--- config.mk ---
export PLATFORM = sky130hd
export DESIGN_NAME = run_detector
export DESIGN_NICKNAME = d
export VERILOG_FILES = /design/src/rtl/run_det_pkg.sv /design/src/rtl/sat_counter.sv /design/src/rtl/run_detector.sv
export SDC_FILE = /design/constraint.sdc
export NUM_CORES = 1
export LEC_CHECK = 0
export ABC_AREA = 1
export CAP_MARGIN = 20
export CELL_PAD_IN_SITES_DETAIL_PLACEMENT = 0
export CELL_PAD_IN_SITES_GLOBAL_PLACEMENT = 1
export CORE_ASPECT_RATIO = 1.2
export CORE_MARGIN = 3
export CORE_UTILIZATION = 33
export DETAILED_ROUTE_END_ITERATION = 6
export GPL_ROUTABILITY_DRIVEN = 0
export PLACE_DENSITY_LB_ADDON = 0.3
export SLEW_MARGIN = 20
export SYNTH_ARGS = -nofsm -noshare
export SYNTH_HDL_FRONTEND = slang
export SYNTH_SLANG_ARGS = --single-unit
--- constraint.sdc ---
create_clock -name clk -period 1.9 [get_ports clk]
set_input_delay 0.285 -clock clk [delete_from_list [all_inputs] [get_ports clk]]
set_output_delay 0.285 -clock clk [all_outputs]
set_load 0.03 [all_outputs]
--- src/rtl/run_det_pkg.sv ---
// Shared definitions for the serial run-detector family: FSM encoding,
// polarity-mask constants and found-flag levels.
package run_det_pkg;

  typedef enum logic [1:0] {
    IDLE  = 2'b00,
    COUNT = 2'b01,
    HIT   = 2'b10
  } state_t;

  localparam logic [1:0] MODE_OFF  = 2'b00;
  localparam logic [1:0] MODE_ZERO = 2'b01;
  localparam logic [1:0] MODE_ONE  = 2'b10;
  localparam logic [1:0] MODE_BOTH = 2'b11;

  localparam logic found    = 1'b1;
  localparam logic notfound = 1'b0;

  // Saturating increment of an 8-bit run length, capped at lim.
  function automatic logic [7:0] run_inc(input logic [7:0] cur, input logic [7:0] lim);
    return (cur >= lim) ? lim : cur + 8'd1;
  endfunction

endpackage

--- src/rtl/sat_counter.sv ---
// Saturating up-counter with synchronous reset and clear; clear beats increment.
module sat_counter #(
  parameter int unsigned W = 8
) (
  input  logic         clk,
  input  logic         reset,
  input  logic         inc,
  input  logic         clr,
  output logic [W-1:0] q
);

  always_ff @(posedge clk) begin
    if (reset || clr) begin
      q <= '0;
    end else if (inc && (q != '1)) begin
      q <= q + 1'b1;
    end
  end

endmodule

--- src/rtl/run_detector.sv ---
// Moore detector for runs of RUN_LEN identical bits on a sampled serial line,
// with polarity mask, overlap control and a saturating detection count.
module run_detector
  import run_det_pkg::*;
#(
  parameter int unsigned RUN_LEN = 3,
  parameter int unsigned CNT_W   = 8
) (
  input  logic             clk,
  input  logic             reset,
  input  logic             x,
  input  logic             valid,
  input  logic [1:0]       mode,
  input  logic             overlap,
  input  logic             clr_cnt,
  output logic             y,
  output logic             pol,
  output logic [7:0]       run_cnt,
  output logic [CNT_W-1:0] det_count
);

  if (RUN_LEN < 2 || RUN_LEN > 255) begin : g_bad_run_len
    $error("run_detector: RUN_LEN must be in 2..255");
  end
  if (CNT_W < 1) begin : g_bad_cnt_w
    $error("run_detector: CNT_W must be at least 1");
  end

  localparam logic [7:0] RUN_MAX = 8'(RUN_LEN);

  state_t     state, state_n;
  logic       last;
  logic [7:0] cnt, cnt_n;
  logic       hit;

  always_ff @(posedge clk) begin
    if (reset) begin
      state <= IDLE;
      last  <= 1'b0;
      cnt   <= '0;
    end else if (valid) begin
      state <= state_n;
      last  <= x;
      cnt   <= cnt_n;
    end
  end

  // A polarity change or a non-overlapping restart after HIT both begin a new run at 1.
  always_comb begin
    state_n = state;
    cnt_n   = cnt;
    hit     = 1'b0;
    if (valid) begin
      if (state == IDLE || x != last) begin
        cnt_n = 8'd1;
      end else if (state == HIT && !overlap) begin
        cnt_n = 8'd1;
      end else begin
        cnt_n = run_inc(cnt, RUN_MAX);
      end
      hit     = (cnt_n == RUN_MAX) && mode[x];
      state_n = hit ? HIT : COUNT;
    end
  end

  always_comb begin
    y       = (state == HIT) ? found : notfound;
    pol     = (state == HIT) ? last : 1'b0;
    run_cnt = cnt;
  end

  sat_counter #(.W(CNT_W)) u_det_cnt (
    .clk   (clk),
    .reset (reset),
    .inc   (hit),
    .clr   (clr_cnt),
    .q     (det_count)
  );

endmodule

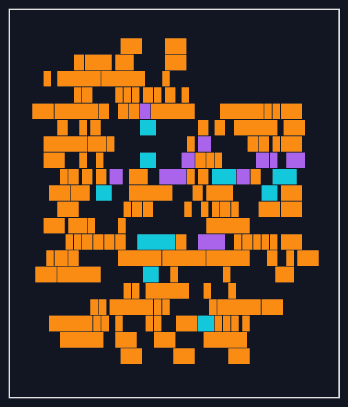
(cell sizes after repair)
(6 px per µm)
legend:
  cyan:
    size: x3 and x4
    cells: 9
    share: 5.7%
  orange:
    size: x1 and smaller
    cells: 138
    share: 88%
    most_used: nand2_1
  purple:
    size: x2
    cells: 10
    share: 6.4%
    most_used: nor2_2
post-route setup slack: 0.119 ns
Area growth syn-to-layout: 34.6%
fin area: 1270 µm²

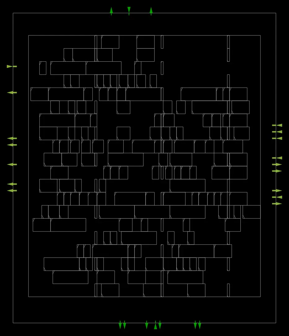
(placement view)
core box area: 2630 µm²
Core Rows: 20
Finished Layout Cells: 190
Seq area share: 30.0%
tap cell count: 33

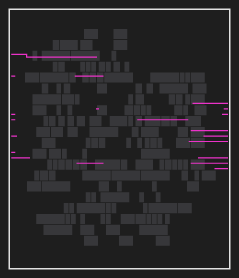
(signal wires on met3)
(4 px per µm) Cells faint in the background.
wire length on this layer: 110 µm
share of all routed wire: 5.2%
longest straight run: 17.5 µm
main direction: horizontal
via count: 902
Total Routed Length: 2.11 mm
met3 GRT Util: 2.07%

==> Slide: Implementation Results <==
Synthesis and Place & Route Summary

Power and ir drop
  – Comb power frac: roughly an eighth
  – Clk power: about 200 µW
  – Pwr per Cell Area: 551 nW/µm²
  – Total power: about 700 µW
  – Peak VDD IR: between 0.0003 and 0.0004 V
  – Largest power group: registers
  – Clock share of power: 28.6%
  – Seq pwr share: 59.0%
  – Flop+latch power: approximately 410 µW

Routing
  – Vias per inst: ~4.7
  – Met2 WL post-DR: around 1000 µm
  – Initial DRC Count: 19
  – Met3 routed WL: around 110 µm

Synthesis
  – Mapped Cells: around 130
  – Sequential share of the synthesized area: a little over 40%
  – Synthesis area per yosys: around 940 µm²
  – Adder share: under 10%
  – Yosys warns: 0
  – Dominant flop cell: dfxtp_1
  – Post-synth EDFFs: 0
  – Synth Area in Simple Gates: a little over a third
  – Yosys xor share: between 4 and 5%

Cells and area
  – Comb_multi_in: roughly 94
  – Logic area: roughly 500 µm²
  – Comb area share: about two fifths
  – Clk_buf instances: 3
  – Seq cells: 19
  – Non-clk buf share: a little over a fifth
  – Diodes inserted: 0
  – Top cell category: combinational gates
  – Non-Clock Inverter Count: 12

Setup path
  – Critical path data arrival time: about 1.5 ns
  – Critical path origin: state[1]
  – CP max stage delay: between 0.6 and 0.7 ns
  – Critical Path Sink Type: output pin
  – Critical Path Fanout Max: 4
  – Worst EP required: roughly 1.6 ns

Global routing
  – GR Util met2: a little over a fifth
  – Largest net degree at the start of global routing: 12
  – Global routing's busiest layer: met2
  – Number of global-route vias before repair: 844

Place
  – Placed Area: approximately 1200 µm²

Clocking
  – Late-Pin Clk Latency: between 0.2 and 0.3 ns
  – Clock Sinks: 19
  – Post_cts resized: 1
  – Post-CTS setup buffers: 0
  – Root buf cell: clkbuf_4

Die
  – Die Y: between 60 and 70 µm
  – Die width: 54.7 µm

STA
  – Final setup vio count: 0
  – Max-slew violations: 0
  – Final Hold Vio Count: 0
  – Final min period: ~1.8 ns
  – Final Cycle Share: around 94%

Min path
  – Hold Path End: run_cnt[2]

Outcome
  – Status: finished, final reports clean
Power is estimated from default activity; no workload was simulated.
